==> src/rtl/fcml_frame_ctrl.sv <==
// fcml_frame_ctrl
// Frame controller between the 48-bit SPI receiver and the three-phase FCML
// modulator.
//
// Frame completion comes from the rising edge of the synchronized spi_cs.
// Each frame is checked for the sync byte and a legal address. Valid writes go
// into shadow registers. The shadow registers are committed atomically on the
// next carrier_sync. A watchdog clears pwm_en when valid frames stop arriving.
//
// Optional feature:
//   FRAME_CHK_EN - when defined, the chk byte [7:0] must equal the XOR of
//                  bytes [47:40], [39:32], [31:24], [23:16] and [15:8].
//                  When undefined, chk is ignored.
//
// Frame layout: [47:40] sync, [39:36] addr, [35:24] reserved,
//               [23:8] data, [7:0] chk.
// Address map:  0/1/2 duty A/B/C (clamped to DUTY_MAX), 3 enable (data[0]).

module fcml_frame_ctrl #(
  parameter logic [31:0] WD_CYCLES = 32'd10_000_000,
  parameter logic [15:0] DUTY_MAX  = 16'd1000,
  parameter logic [7:0]  SYNC_BYTE = 8'hA5
) (
  input  logic        clk,
  input  logic        rst_n,
  input  logic        spi_cs,
  input  logic [47:0] spi_rdata,
  input  logic        carrier_sync,
  output logic [15:0] duty_a,
  output logic [15:0] duty_b,
  output logic [15:0] duty_c,
  output logic        pwm_en,
  output logic        cfg_update,
  output logic [7:0]  frame_err_cnt,
  output logic        wd_timeout
);

  typedef enum logic [2:0] {
    S_IDLE,
    S_CAPTURE,
    S_CHECK,
    S_PEND,
    S_COMMIT
  } state_t;

  state_t state, state_next;

  // spi_cs synchronizer and edge-detect delay stage
  logic cs_meta, cs_sync, cs_dly;
  logic frame_edge;
  logic edge_pend;
  logic edge_seen;
  logic take_edge;
  logic do_commit;

  // Captured frame and its decoded fields
  logic [47:0] frame_q;
  logic [7:0]  frame_sync;
  logic [3:0]  frame_addr;
  logic [15:0] frame_data;
  logic [15:0] data_clamped;
  logic        sync_ok;
  logic        addr_ok;
  logic        chk_ok;
  logic        frame_ok;
  logic        frame_write;
  logic        frame_reject;
  logic        unused_frame_bits;

  // Shadow registers staged by valid frames
  logic [15:0] shadow_a, shadow_b, shadow_c;
  logic        shadow_en;
  logic        pending;

  // Watchdog
  logic [31:0] wd_cnt;
  logic        wd_trip;

  // Two-flop synchronizer for the asynchronous chip select, plus a third
  // stage to find its rising edge.
  // NOTE: Sequential state uses non-blocking (<=) assignments so that every
  // flop samples the pre-edge value of its source. With blocking assignments
  // the three stages would collapse into a single flop.
  always_ff @(posedge clk or negedge rst_n) begin
    if (!rst_n) begin
      cs_meta <= 1'b0;
      cs_sync <= 1'b0;
      cs_dly  <= 1'b0;
    end else begin
      cs_meta <= spi_cs;
      cs_sync <= cs_meta;
      cs_dly  <= cs_sync;
    end
  end

  assign frame_edge = cs_sync & ~cs_dly;
  assign edge_seen  = frame_edge | edge_pend;

  // Remember frame-end edges that arrive while the FSM cannot service them.
  // A fresh edge that coincides with consuming an older one is kept.
  always_ff @(posedge clk or negedge rst_n) begin
    if (!rst_n) begin
      edge_pend <= 1'b0;
    end else if (take_edge) begin
      edge_pend <= frame_edge & edge_pend;
    end else begin
      edge_pend <= edge_seen;
    end
  end

  // Decode and validate the captured frame
  assign frame_sync = frame_q[47:40];
  assign frame_addr = frame_q[39:36];
  assign frame_data = frame_q[23:8];

  assign sync_ok      = (frame_sync == SYNC_BYTE);
  assign addr_ok      = (frame_addr <= 4'd3);
  assign data_clamped = (frame_data > DUTY_MAX) ? DUTY_MAX : frame_data;

`ifdef FRAME_CHK_EN
  assign chk_ok = (frame_q[7:0] == (frame_q[47:40] ^ frame_q[39:32] ^
                                    frame_q[31:24] ^ frame_q[23:16] ^
                                    frame_q[15:8]));
`else
  assign chk_ok = 1'b1;
`endif

  // Reserved bits are never used, and chk is used only when checking is built in.
  assign unused_frame_bits = ^{frame_q[35:24], frame_q[7:0]};

  assign frame_ok     = sync_ok & addr_ok & chk_ok;
  assign frame_write  = (state == S_CHECK) &  frame_ok;
  assign frame_reject = (state == S_CHECK) & ~frame_ok;

  // FSM state register
  always_ff @(posedge clk or negedge rst_n) begin
    if (!rst_n) begin
      state <= S_IDLE;
    end else begin
      state <= state_next;
    end
  end

  // FSM next-state and control strobes. In PEND, carrier_sync takes
  // priority over a waiting frame edge.
  // NOTE: Every signal assigned in an always_comb gets a default before the
  // case statement. Without the default, a path that leaves the signal
  // unassigned infers a latch.
  always_comb begin
    state_next = state;
    take_edge  = 1'b0;
    do_commit  = 1'b0;
    case (state)
      S_IDLE: begin
        if (edge_seen) begin
          state_next = S_CAPTURE;
          take_edge  = 1'b1;
        end
      end
      S_CAPTURE: begin
        state_next = S_CHECK;
      end
      S_CHECK: begin
        if (frame_ok || pending) begin
          state_next = S_PEND;
        end else begin
          state_next = S_IDLE;
        end
      end
      S_PEND: begin
        if (carrier_sync) begin
          state_next = S_COMMIT;
          do_commit  = 1'b1;
        end else if (edge_seen) begin
          state_next = S_CAPTURE;
          take_edge  = 1'b1;
        end
      end
      S_COMMIT: begin
        state_next = S_IDLE;
      end
      default: begin
        state_next = S_IDLE;
      end
    endcase
  end

  // Capture the receiver's frame word. By this time the word has been stable
  // for at least three cycles.
  always_ff @(posedge clk or negedge rst_n) begin
    if (!rst_n) begin
      frame_q <= '0;
    end else if (state == S_CAPTURE) begin
      frame_q <= spi_rdata;
    end
  end

  // Shadow registers. Writes from several frames accumulate until a commit.
  always_ff @(posedge clk or negedge rst_n) begin
    if (!rst_n) begin
      shadow_a  <= '0;
      shadow_b  <= '0;
      shadow_c  <= '0;
      shadow_en <= 1'b0;
    end else begin
      if (wd_trip) begin
        shadow_en <= 1'b0;
      end
      if (frame_write) begin
        case (frame_addr[1:0])
          2'd0:    shadow_a  <= data_clamped;
          2'd1:    shadow_b  <= data_clamped;
          2'd2:    shadow_c  <= data_clamped;
          default: shadow_en <= frame_data[0];
        endcase
      end
    end
  end

  // pending is set by any valid write and cleared by the commit
  always_ff @(posedge clk or negedge rst_n) begin
    if (!rst_n) begin
      pending <= 1'b0;
    end else if (frame_write) begin
      pending <= 1'b1;
    end else if (state == S_COMMIT) begin
      pending <= 1'b0;
    end
  end

  // Count rejected frames, saturating at 255
  always_ff @(posedge clk or negedge rst_n) begin
    if (!rst_n) begin
      frame_err_cnt <= '0;
    end else if (frame_reject && (frame_err_cnt != 8'hFF)) begin
      frame_err_cnt <= frame_err_cnt + 8'd1;
    end
  end

  // Watchdog: counts only while enabled and restarts on every valid frame
  assign wd_trip = pwm_en & (wd_cnt == (WD_CYCLES - 32'd1));

  // Watchdog counter
  always_ff @(posedge clk or negedge rst_n) begin
    if (!rst_n) begin
      wd_cnt <= '0;
    end else if (!pwm_en || wd_trip || frame_write) begin
      wd_cnt <= '0;
    end else begin
      wd_cnt <= wd_cnt + 32'd1;
    end
  end

  // Committed outputs. They change on the edge that sees carrier_sync in PEND,
  // so the new values and cfg_update appear together during COMMIT. The only
  // other change is the watchdog clearing pwm_en. A trip never changes the
  // duty values and never pulses cfg_update.
  always_ff @(posedge clk or negedge rst_n) begin
    if (!rst_n) begin
      duty_a     <= '0;
      duty_b     <= '0;
      duty_c     <= '0;
      pwm_en     <= 1'b0;
      cfg_update <= 1'b0;
      wd_timeout <= 1'b0;
    end else begin
      cfg_update <= do_commit;
      if (do_commit) begin
        duty_a <= shadow_a;
        duty_b <= shadow_b;
        duty_c <= shadow_c;
        pwm_en <= shadow_en;
        if (shadow_en) begin
          wd_timeout <= 1'b0;
        end
      end else if (wd_trip) begin
        pwm_en     <= 1'b0;
        wd_timeout <= 1'b1;
      end
    end
  end

endmodule

==> config.mk <==
export PLATFORM = sky130hd
export DESIGN_NAME = fcml_frame_ctrl
export DESIGN_NICKNAME = d
export VERILOG_FILES = /design/src/rtl/fcml_frame_ctrl.sv
export SDC_FILE = /design/constraint.sdc
export NUM_CORES = 1
export LEC_CHECK = 0
export CAP_MARGIN = 20
export CORE_UTILIZATION = 30
export CTS_BUF_LIST = sky130_fd_sc_hd__clkbuf_8
export CTS_CLUSTER_SIZE = 25
export DETAILED_ROUTE_END_ITERATION = 10
export DONT_BUFFER_PORTS = 1
export PLACE_DENSITY = 0.44
export SLEW_MARGIN = 20
export SYNTH_ARGS = -nofsm -noshare
export SYNTH_HDL_FRONTEND = slang
export SYNTH_SLANG_ARGS = --single-unit
==> constraint.sdc <==
create_clock -name clk -period 1.95 [get_ports clk]
set_input_delay 0.195 -clock clk [delete_from_list [all_inputs] [get_ports clk]]
set_output_delay 0.195 -clock clk [all_outputs]
set_load 0.01 [all_outputs]
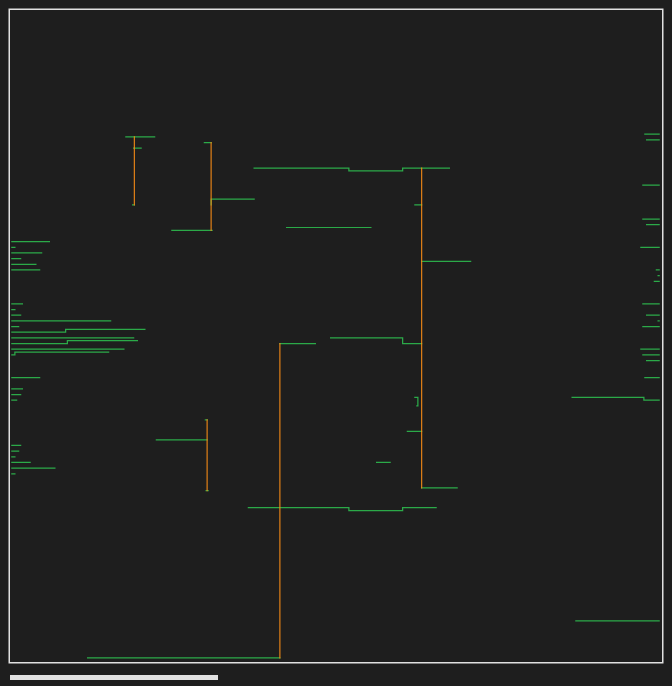
(run_1/layers.png)
Scale bar: 50 um. Two of the layers only.
[orange] M4 | wire length: 207 um
[green] M3 | wire length: 598 um
Total Wirelength: 16000 um
gr usage total: 0.140
via count: 4878
Routed WL per cell: 14.8 um

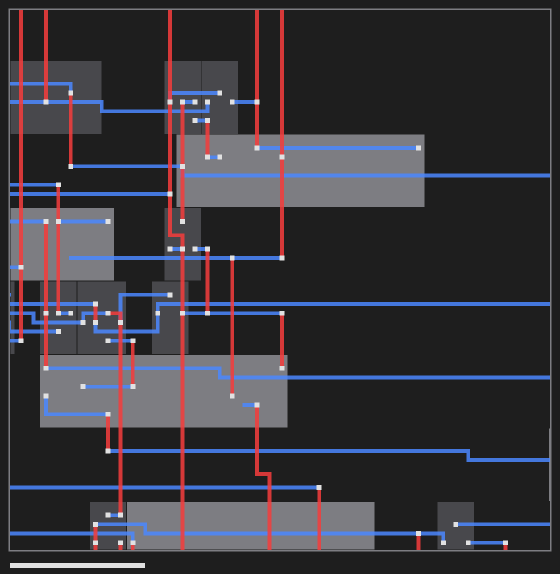
(run_1/closeup.png)
Scale bar: 5 um. Window x 107 to 127, y 107 to 127 um. Cells in grey, sequential cells in the stronger grey; small squares are vias.
[blue] M1
[red] M2
most frequent: nand2_1 (7), dfrtp_1 (3)
cells with their middle in the window: 12
sequential cells in the window: 3

==> GITHUB_STEP_SUMMARY, run 1 <==
### Yosys + OpenROAD results

| Metric | Value |
|---|---|
| Run status | `finished, violations left` |
| Failing checks | `negative hold slack, negative setup slack` |
| Reg2reg end | `wd_cnt[23]` |
| YS chip area | `7170 um^2` |
| CP Data Arrival Time | `2410 ps` |
| Critical path, cell by cell | `or4_1 > or3_4 > nor4_4 > nand3b_4 > buf_6 > buf_12 > nor2_1` |
| Inst Count DP | `1008` |
| Fmax | `0.486 GHz` |
| Synth Net Count | `727` |
| FF-to-FF Start | `wd_cnt[31]` |
| Mean Syn Cell Area | `10.7 um^2` |
| FP Rows | `56` |
| Ys async rst share | `1.00` |
| Hold_ws | `-570 ps` |
| Final tally of setup violations | `34` |
| Mapped cell area | `7170 um^2` |
| Worst IR Drop VDD | `0.585 mV` |
| FF-to-FF path depth | `7` |
| Final Hold Vio Count | `176` |
| Ao+oa area frac | `0.0391` |
| Mux frac, synth | `0.0549` |
| Startpoint types | `register` |
| RSZ-0062 raised after global routing | `yes` |
| Cell type with the largest total area | `dfrtp_1` |
| Seq share, synth | `0.614` |
| CTS hold repair buffers | `29` |
| Floorplan Utilization | `0.306` |
| Num CTS Buffers | `17` |
| Finished Cell Area | `8620 um^2` |
| Worst Setup Slack, final | `-109 ps` |
| First-pass iteration count of the detailed router | `5` |
| Relative slew slack | `0.669` |
| Yosys reg bits | `176` |
| Synth-to-Final Area Change | `20.1%` |
| Tcrit/Tclk final | `1.06` |
| CTS tree | `done` |
| Dominant logic cell types in the final layout | `dfrtp_1, nand2_1, nor2_1` |
| Worst path slowest cell | `or4_1` |
| Worst EP required | `2300 ps` |
| Nets | `798` |
| Clock sink total | `176` |
| Max-slew violation count | `0` |
| Share of cells above drive strength 1 | `0.177` |
| CTS Root Cell | `clkbuf_8` |
| Area share, top type | `0.614` |
| Predominant post-synthesis flop cell | `dfrtp_1` |
| Min cycle time layout | `2060 ps` |
| Crit Path Max Fanout | `13` |
| Crit. End Element | `register` |
| Max-cap violations | `0` |
| Leak | `4.01 nW` |
| Iter 0 DRT Violations | `294` |
| Max stage delay on crit path | `520 ps` |
| Placer Congestion | `0.761` |
| First-pass GRT wire length | `26400 um` |
| Top cells by area | `dfrtp_1, nand2_1, mux2_2` |
| N_diodes | `0` |
| Total gr overflow | `0` |
| And+or+nand+nor area frac | `0.225` |
| Synth Instances | `673` |
| Flop-to-flop setup slack | `-110 ps` |
| Final std cells w/o fill | `1076` |
| Tool warnings | `53` |
| Core Area | `23500 um^2` |
| Yosys Instances | `673` |
| Max Buffers Root-to-Sink | `2` |
| Slew @ Worst Pin | `496 ps` |
| Xor/xnor share | `0.0403` |
| Chip width | `157 um` |
| Clock Pin Slew Worst Setup and Hold Paths | `100 ps` |
| DR vias/cell | `4.53` |
| Full die area | `24500 um^2` |
| CTS H-tree lvls | `4` |
| Pwr Total | `8.32 mW` |
| Via count of the first global-routing pass | `5070` |
| Adder share | `0.00349` |
| Most used logic cell in the final layout | `dfrtp_1` |
| Detail Route Antenna Nets | `0` |
| Drt drc | `0` |
| Fill cells | `2345` |
| Ys Warns | `0` |
| DP HPWL | `10800 um` |
| DP Area | `7800 um^2` |
| Largest net degree at the start of global routing | `177` |
| Critical path class | `register to register` |
| Clock skew | `15.3 ps` |
| Die height | `157 um` |
| PortBufs | `0` |
| Initial antenna violation count | `0` |
| I/O pin count | `111` |
| Hold crit path type | `input port to asynchronous set/reset pin` |
| Pwr Density | `965 nW/um^2` |
| Synth cell types | `50` |
| Count of library flops with an enable pin | `0` |
| Synth logic family | `simple AND/OR/NAND/NOR gates` |
| Clk Latency, worst-skew pair | `480 ps` |
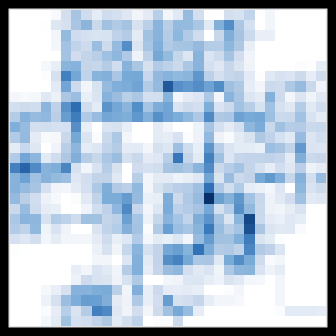
(run_1/route_heat.png)
The die is cut into 31 by 31 equal tiles; white is low, dark blue is high, scaled to the fullest tile. Values are wire area over tile area, all layers added.
mean over tiles: 0.10
nearly empty tiles: 21%
emptiest ninth of the die: south-east
tiles over half the peak: 8.0%
fullest tile: 0.45

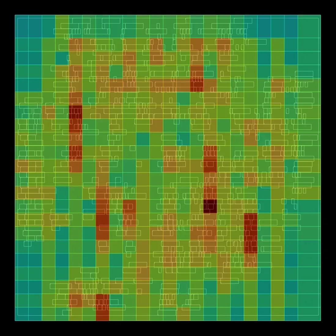
(run_1/congestion_map.png)
met1 global-route usage: 0.188
met3 GRT Util: 0.0385
Finished Core Util: 0.367

[run 1: layer usage]
layer  track usage  share of wire  vias up
met5             0              0        -
met4        0.0472          0.013        0
met3        0.0385          0.037       16
met2         0.217           0.47       78
met1         0.188           0.48     2426
li1              -              -     2358
[run 1: registers in the layout, summed over array words and instances, names as in the netlist, 3 cells and up]
name and count:
state 3, frame_err_cnt 8, duty_b 16, shadow_a 16, shadow_b 16, duty_c 16, duty_a 16, wd_cnt 32
shadow_c 16, frame_q 28
[run 1: logic make-up after synthesis]
logic type / Yosys count
xor+xnor: 33
simple gates: 340
buf+inv: 36
fa+ha+maj: 2
flops: 176
compound gates: 51
mux: 35
[run 1: synthesized netlist by cell type (6+ instances only)]
| cell | instances |
|---|---|
| a21oi_1 | 19 |
| and2_1 | 14 |
| buf_2 | 6 |
| clkbuf_1 | 13 |
| dfrtp_1 | 176 |
| inv_1 | 10 |
| mux2_2 | 35 |
| nand2_1 | 171 |
| nand3_1 | 25 |
| nand4_1 | 12 |
| nor2_1 | 62 |
| nor2b_1 | 11 |
| nor3_1 | 6 |
| nor4_1 | 6 |
| o21ai_0 | 20 |
| xnor2_1 | 14 |
| xor2_1 | 19 |
[run 1: final cells by class]
| class | instances | area, um^2 | area share |
|---|---|---|---|
| inverter | 10 | 37.5 | 0.00436 |
| clock inverter | 13 | 150 | 0.0174 |
| timing repair buffer | 78 | 707 | 0.0820 |
| clock buffer | 19 | 262 | 0.0303 |
| multi-input combinational | 461 | 2660 | 0.308 |
| tap | 319 | 399 | 0.0463 |
| sequential | 176 | 4400 | 0.511 |
[run 1: power breakdown]
part	leakage (nW)	switching, mW	internal, mW
registers	2.38	0.373	4.05
logic	1.42	0.548	0.697
clock network	0.208	1.41	1.24
total	4.01	2.34	5.98
[run 1: critical path, delay by kind of cell, from the launching register on]
family	cells	cell delay [ps]
AND/OR/NAND/NOR	5	1330
flip-flops	1	390
buffers and inverters	2	230
[run 1: worst max-delay path by stage]
stage	slack, ps	endpoint	startpoint
after global placement	-80	wd_cnt[8]	wd_cnt[31]
after floorplan	-20	wd_cnt[4]	wd_cnt[7]
after detailed placement	-110	wd_cnt[19]	wd_cnt[31]
final	-110	wd_cnt[23]	wd_cnt[31]
after global routing	-250	wd_cnt[27]	wd_cnt[31]
after CTS	-120	shadow_en	wd_cnt[31]
[run 1: metrics by stage]
step	setup slack [ps]	TNS [ps]
floorplan	-19.4	-542
global placement	-82.9	-2360
finish	-109	-2170
detailed placement	-111	-3560
global route	-248	-6590
CTS	-116	-3420
[run 1: timing repair]
item	4_1_cts	5_1_grt
endpoints found under the setup margin	57	64
cloned	1	0
pin swaps	0	4
resized	6	6
buffers inserted	5	3
endpoints found under the hold margin	205	176
==> run_1/m1.png <==
Scale bar: 50 um.
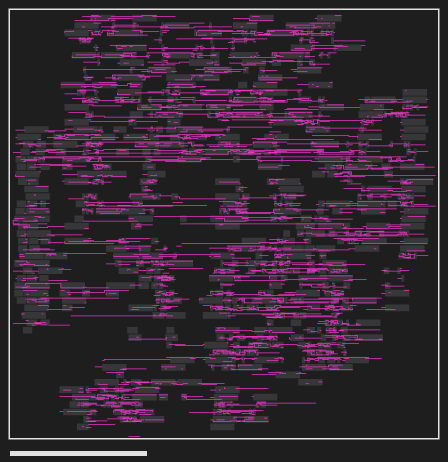

==> run 2: changes to the inputs <==
--- a/config.mk
+++ b/config.mk
@@ -6,12 +6,14 @@
 export NUM_CORES = 1
 export LEC_CHECK = 0
 export CAP_MARGIN = 20
+export CELL_PAD_IN_SITES_DETAIL_PLACEMENT = 1
+export CELL_PAD_IN_SITES_GLOBAL_PLACEMENT = 2
 export CORE_UTILIZATION = 30
 export CTS_BUF_LIST = sky130_fd_sc_hd__clkbuf_8
 export CTS_CLUSTER_SIZE = 25
 export DETAILED_ROUTE_END_ITERATION = 10
 export DONT_BUFFER_PORTS = 1
-export PLACE_DENSITY = 0.44
+export PLACE_DENSITY = 0.62
 export SLEW_MARGIN = 20
 export SYNTH_ARGS = -nofsm -noshare
 export SYNTH_HDL_FRONTEND = slang
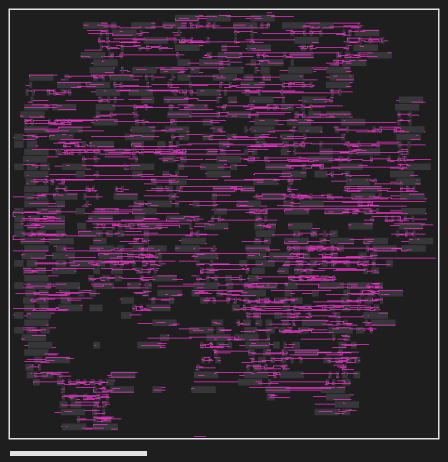
(run_2/m1.png)
Scale bar: 50 um.
wire length on this layer: 8010 um
main direction: horizontal
longest straight run: 49.2 um
share of all routed wire: 47%

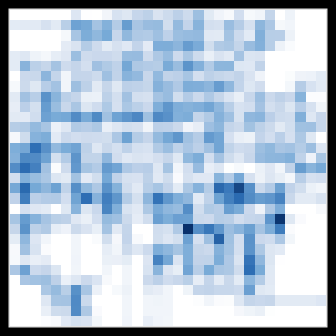
(run_2/route_heat.png)
The die is cut into 31 by 31 equal tiles; white is low, dark blue is high, scaled to the fullest tile. Values are wire area over tile area, all layers added.
fullest tile: 0.44
nearly empty tiles: 18%
densest ninth of the die: west
mean over tiles: 0.11

==> run 2 against run 1 <==
- the run still ends with negative hold slack, negative setup slack left
- global-route usage up 1.0 points
- cell area up 0.19%
- via count up 1.6%
- total power down 2.2%
- critical path type unchanged
==> GITHUB_STEP_SUMMARY, run 2 <==
### Yosys + OpenROAD results

| Metric | Value |
|---|---|
| Routed WL per cell | `15.7 um` |
| Initial antenna violation count | `0` |
| Failing checks | `negative hold slack, negative setup slack` |
| Clock sink total | `176` |
| DR vias/cell | `4.60` |
| Run status | `finished, violations left` |
| Gr usage total | `0.150` |
| Most frequent cells after synthesis | `dfrtp_1, nand2_1, nor2_1` |
| Worst EP required | `2300 ps` |
| CTS tree | `done` |
| Inst Count DP | `1013` |
| Top reg by flops | `wd_cnt` |
| Dominant logic cell types in the final layout | `dfrtp_1, nand2_1, nor2_1` |
| Final tally of setup violations | `34` |
| Synth-to-Final Area Change | `20.4%` |
| YS chip area | `7170 um^2` |
| Yosys Instances | `673` |
| Nets | `801` |
| Placer Congestion | `0.747` |
| Iter 0 DRT Violations | `259` |
| DP HPWL | `11600 um` |
| Slew @ Worst Pin | `512 ps` |
| Top cells by area | `dfrtp_1, nand2_1, mux2_2` |
| First-pass iteration count of the detailed router | `4` |
| Finished Cell Area | `8630 um^2` |
| Die height | `157 um` |
| Mapped cell area | `7170 um^2` |
| CTS H-tree lvls | `4` |
| Largest net degree at the start of global routing | `177` |
| Full die area | `24500 um^2` |
| Worst IR Drop VDD | `0.548 mV` |
| Max-slew violation count | `0` |
| Tcrit/Tclk final | `1.06` |
| Count of library flops with an enable pin | `0` |
| Crit Path Max Fanout | `2` |
| Drt drc | `0` |
| I/O pin count | `111` |
| Synth Net Count | `727` |
| First-pass GRT wire length | `28400 um` |
| Most used logic cell in the final layout | `dfrtp_1` |
| Pre-CTS setup slack | `-123 ps` |
| Via count of the first global-routing pass | `5420` |
| Total Wirelength | `16900 um` |
| PortBufs | `0` |
| RSZ-0062 raised after global routing | `yes` |
| Final Hold Vio Count | `176` |
| Seq share, synth | `0.614` |
| Yosys reg bits | `176` |
| Via count | `4958` |
| Clock skew | `12.3 ps` |
| CTS Root Cell | `clkbuf_8` |
| Max reg flops | `32` |
| FP Rows | `56` |
| CTS hold repair buffers | `30` |
| Clock Pin Slew Worst Setup and Hold Paths | `90 ps` |
| Mean Syn Cell Area | `10.7 um^2` |
| Final std cells w/o fill | `1078` |
| Total gr overflow | `0` |
| Max-cap violations | `0` |
| Share of cells above drive strength 1 | `0.179` |
| Hold_ws | `-576 ps` |
| Core Area | `23500 um^2` |
| Hold crit path type | `input port to asynchronous set/reset pin` |
| Chip width | `157 um` |
| Min cycle time layout | `2070 ps` |
| Worst Setup Slack, final | `-122 ps` |
| Ys Warns | `0` |
| CP Data Arrival Time | `2420 ps` |
| Crit. End Element | `register` |
| Most frequent cell after synthesis | `dfrtp_1` |
| Max Buffers Root-to-Sink | `2` |
| Pwr Density | `942 nW/um^2` |
| Tool warnings | `53` |
-- run 2: kinds of logic (layout without fill, tap and decap cells) --
family                     count (synthesis)  in the layout  synth area share
muxes                                     35             35            0.0549
buffers and inverters                     36            122            0.0235
and+or+nand+nor                          340            340             0.225
AOI/OAI and AO/OA                         51             51            0.0391
adders and majority gates                  2              2           0.00349
xor gates and xnor gates                  33             33            0.0403
DFF                                      176            176             0.614
-- run 2: what timing repair did --
| action | 4_1_cts | 5_1_grt |
|---|---|---|
| pin swaps | 2 | 1 |
| buffers inserted | 2 | 1 |
| cloned | 0 | 1 |
| endpoints found under the setup margin | 55 | 49 |
| hold endpoints to repair | 206 | 176 |
| gates resized | 4 | 6 |
-- run 2: power breakdown --
group          switching [mW]  internal (mW)
Combinational           0.534          0.693
Clock                    1.39           1.10
Sequential              0.364           4.05
-- run 2: worst paths after layout --
kind	start	endpoint	cells after the start
hold reg to reg	cs_meta	cs_sync	0
max in group asynchronous	rst_n	shadow_a[3]	0
setup reg to reg	wd_cnt[31]	shadow_en	6
setup / recovery	wd_cnt[31]	shadow_en	6
min in group clk	carrier_sync	state[0]	4
hold / removal	rst_n	wd_cnt[18]	0
-- run 2: worst max-delay path: stages, from the launching register on --
cell and delay [ps]:
dfrtp_1 380, or4_1 520, or3_4 410, nor4_4 180, buf_4 170, a21boi_2 40, mux2_4 260
-- run 2: area by class of cell --
class / count / area (um^2) / share of cell area
clock buffers: 19 / 262 / 0.0303
clock inverters: 12 / 124 / 0.0143
inverters: 10 / 37.5 / 0.00435
multi-input cells: 461 / 2650 / 0.307
flip-flops and latches: 176 / 4400 / 0.510
well taps: 319 / 399 / 0.0462
repair buffers: 81 / 758 / 0.0878
-- run 2: through the flow --
step	TNS (ps)	util
after floorplan	-542	-
after global placement	-2250	0.335
after detailed placement	-3530	0.335
after CTS	-2320	0.365
after global routing	-6280	0.368
final	-3370	0.368
-- run 2: metal layers --
| metal | GRT usage | part of all wire | vias up |
|---|---|---|---|
| met3 | 0.0443 | 0.051 | 19 |
| met4 | 0.0476 | 0.011 | 0 |
| met1 | 0.199 | 0.47 | 2469 |
| li1 | - | - | 2382 |
| met5 | 0 | 0 | - |
| met2 | 0.236 | 0.47 | 88 |
==> run 3: changes to the inputs <==
--- a/config.mk
+++ b/config.mk
@@ -5,6 +5,7 @@
 export SDC_FILE = /design/constraint.sdc
 export NUM_CORES = 1
 export LEC_CHECK = 0
+export ABC_CLOCK_PERIOD_IN_PS = 1950
 export CAP_MARGIN = 20
 export CELL_PAD_IN_SITES_DETAIL_PLACEMENT = 1
 export CELL_PAD_IN_SITES_GLOBAL_PLACEMENT = 2
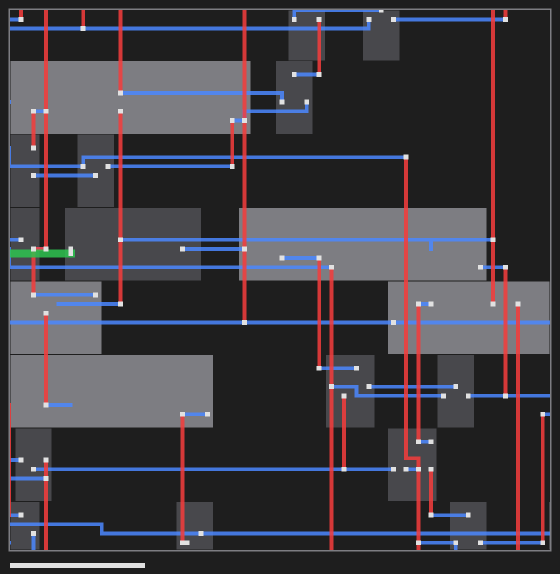
(run_3/closeup.png)
Scale bar: 5 um. Window x 107 to 127, y 107 to 127 um. Cells in grey, sequential cells in the stronger grey; small squares are vias.
[red] M2
[green] M3
[blue] M1
sequential cells in the window: 4
most frequent: nand2_1 (8), o21ai_0 (4), dfrtp_1 (4)
netlist names of flops here include: shadow_a (2)
cells with their middle in the window: 18

==> run 3 against run 2 <==
- clock power barely moved
- flip-flop count stayed put
- largest cell class unchanged
- synthesized cell count unchanged
- the flow still finishes with violations (negative hold slack, negative setup slack)
- largest power group unchanged
- critical path depth unchanged
- wire length is the same
- highest routed layer unchanged
==> GITHUB_STEP_SUMMARY, run 3 <==
### Yosys + OpenROAD results

| Metric | Value |
|---|---|
| Run status | `finished, violations left` |
| Failing checks | `negative hold slack, negative setup slack` |
| Pwr Density | `942 nW/um^2` |
| CTS H-tree lvls | `4` |
| Dominant logic cell types in the final layout | `dfrtp_1, nand2_1, nor2_1` |
| N_diodes | `0` |
| DP HPWL | `11600 um` |
| Total Wirelength | `16900 um` |
| Iter 0 DRT Violations | `259` |
| Hold crit path type | `input port to asynchronous set/reset pin` |
| Clock skew | `12.3 ps` |
| Drt drc | `0` |
| CTS tree | `done` |
| Yosys Instances | `673` |
| Nets | `801` |
| Num CTS Buffers | `17` |
| Die height | `157 um` |
| Mean Syn Cell Area | `10.7 um^2` |
| I/O pin count | `111` |
| DR vias/cell | `4.60` |
| Most used logic cell in the final layout | `dfrtp_1` |
| Mapped cell area | `7170 um^2` |
| Relative slew slack | `0.658` |
| Top cells by area | `dfrtp_1, nand2_1, mux2_2` |
| Chip width | `157 um` |
| CP Data Arrival Time | `2420 ps` |
| Worst Setup Slack, final | `-122 ps` |
| Full die area | `24500 um^2` |
| Ys Warns | `0` |
| Clk Latency, worst-skew pair | `460 ps` |
| Count of library flops with an enable pin | `0` |
| Routed WL per cell | `15.7 um` |
| Detail Route Antenna Nets | `0` |
| Floorplan Utilization | `0.306` |
| Synth-to-Final Area Change | `20.4%` |
| Final tally of setup violations | `34` |
| Leak | `4.02 nW` |
| Initial antenna violation count | `0` |
| Placer Congestion | `0.747` |
| First-pass iteration count of the detailed router | `4` |
| Crit. End Element | `register` |
| Total gr overflow | `0` |
| Startpoint types | `register` |
| Seq share, synth | `0.614` |
| FF-to-FF Start | `wd_cnt[31]` |
| First-pass GRT wire length | `28400 um` |
| Final std cells w/o fill | `1078` |
| Via count of the first global-routing pass | `5420` |
| Max-cap violations | `0` |
| FP Rows | `56` |
| FF-to-FF path depth | `6` |
| Predominant post-synthesis flop cell | `dfrtp_1` |
| Top reg by flops | `wd_cnt` |
| YS chip area | `7170 um^2` |
| Ys async rst share | `1.00` |
| RSZ-0062 raised after global routing | `yes` |
| Synth cell types | `50` |
| Share of cells above drive strength 1 | `0.179` |
| Clock Pin Slew Worst Setup and Hold Paths | `90 ps` |
| Biggest regs | `wd_cnt (32), frame_q (28)` |
| Inst Count DP | `1013` |
| Critical path origin | `wd_cnt[31]` |
| Tool warnings | `53` |
| Cell type with the largest total area | `dfrtp_1` |
| Fmax | `0.483 GHz` |
| Tcrit/Tclk final | `1.06` |
| CTS hold repair buffers | `30` |
| Yosys reg bits | `176` |
| Worst EP required | `2300 ps` |
| Max Buffers Root-to-Sink | `2` |
| Worst IR Drop VDD | `0.548 mV` |
| Core Area | `23500 um^2` |
| Clock sink total | `176` |
| Min cycle time layout | `2070 ps` |
| Reg2reg end | `shadow_en` |
| Area share, top type | `0.614` |
| Synth Instances | `673` |
| PortBufs | `0` |
| Crit Path Max Fanout | `2` |
| CTS Root Cell | `clkbuf_8` |
| Most frequent cell after synthesis | `dfrtp_1` |
| Max-slew violation count | `0` |
| Critical path class | `register to register` |
| Synth Net Count | `727` |
| Final Hold Vio Count | `176` |
| Slew @ Worst Pin | `512 ps` |
| Flop-to-flop setup slack | `-120 ps` |
| Largest net degree at the start of global routing | `177` |
| Pre-CTS setup slack | `-123 ps` |
| Hold_ws | `-576 ps` |
| Most frequent cells after synthesis | `dfrtp_1, nand2_1, nor2_1` |
| Max reg flops | `32` |
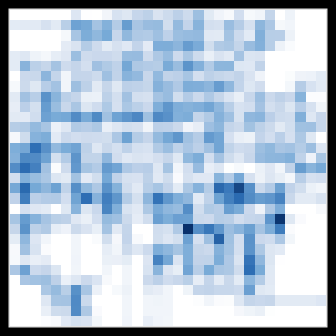
(run_3/route_heat.png)
The die is cut into 31 by 31 equal tiles; white is low, dark blue is high, scaled to the fullest tile. Values are wire area over tile area, all layers added.
gr usage total: 0.150
via count: 4958

## run 3: cells by family after synthesis
| group | after synthesis | share of synthesized area |
|---|---|---|
| adders and majority gates | 2 | 0.00349 |
| muxes | 35 | 0.0549 |
| xor gates and xnor gates | 33 | 0.0403 |
| DFF | 176 | 0.614 |
| AOI/OAI and AO/OA | 51 | 0.0391 |
| and+or+nand+nor | 340 | 0.225 |
| buffers and inverters | 36 | 0.0235 |
## run 3: critical path, stage by stage (launching register included)
cell and delay [ps]:
dfrtp_1 380, or4_1 520, or3_4 410, nor4_4 180, buf_4 170, a21boi_2 40
mux2_4 260
## run 3: worst max-delay path by stage
stage / to / cells after the start
3_3_place_gp: wd_cnt[7] / 6
4_1_cts: shadow_en / 6
6_report: shadow_en / 6
2_1_floorplan: wd_cnt[4] / 6
3_5_place_dp: wd_cnt[19] / 6
5_1_grt: shadow_en / 6
## run 3: power by group
part           leakage, nW  internal [mW]  switching, mW
Sequential            2.38           4.05          0.364
Combinational         1.45          0.693          0.534
Clock                0.189           1.10           1.39
## run 3: final cells by class
type                    count  area (um^2)
well taps                 319          399
flip-flops and latches    176         4400
inverters                  10         37.5
clock buffers              19          262
fillers                  2625        14800
multi-input cells         461         2650
clock inverters            12          124
repair buffers             81          758
## run 3: per-stage QoR
stage / cell area (um^2) / power (mW) / TNS, ps / utilization / hold WS, ps
floorplan: 7170 / 5.25 / -542 / - / -101
finish: 8630 / 8.13 / -3370 / 0.368 / -576
global placement: 7860 / 5.58 / -2250 / 0.335 / -88.2
CTS: 8580 / 8.28 / -2320 / 0.365 / -607
detailed placement: 7860 / 5.66 / -3530 / 0.335 / -89.9
global route: 8630 / 8.62 / -6280 / 0.368 / -622
## run 3: timing repair
action                     4_1_cts  5_1_grt
pin swaps                        2        1
setup endpoints to repair       55       49
gates resized                    4        6
setup buffers                    2        1
hold endpoints to repair       206      176
cloned                           0        1
## run 3: per-layer routing
layer / vias up / global-route usage / share of wire
met5: - / 0 / 0
li1: 2382 / - / -
met2: 88 / 0.236 / 0.47
met4: 0 / 0.0476 / 0.011
met3: 19 / 0.0443 / 0.051
met1: 2469 / 0.199 / 0.47
Power is estimated from default activity; no workload was simulated.
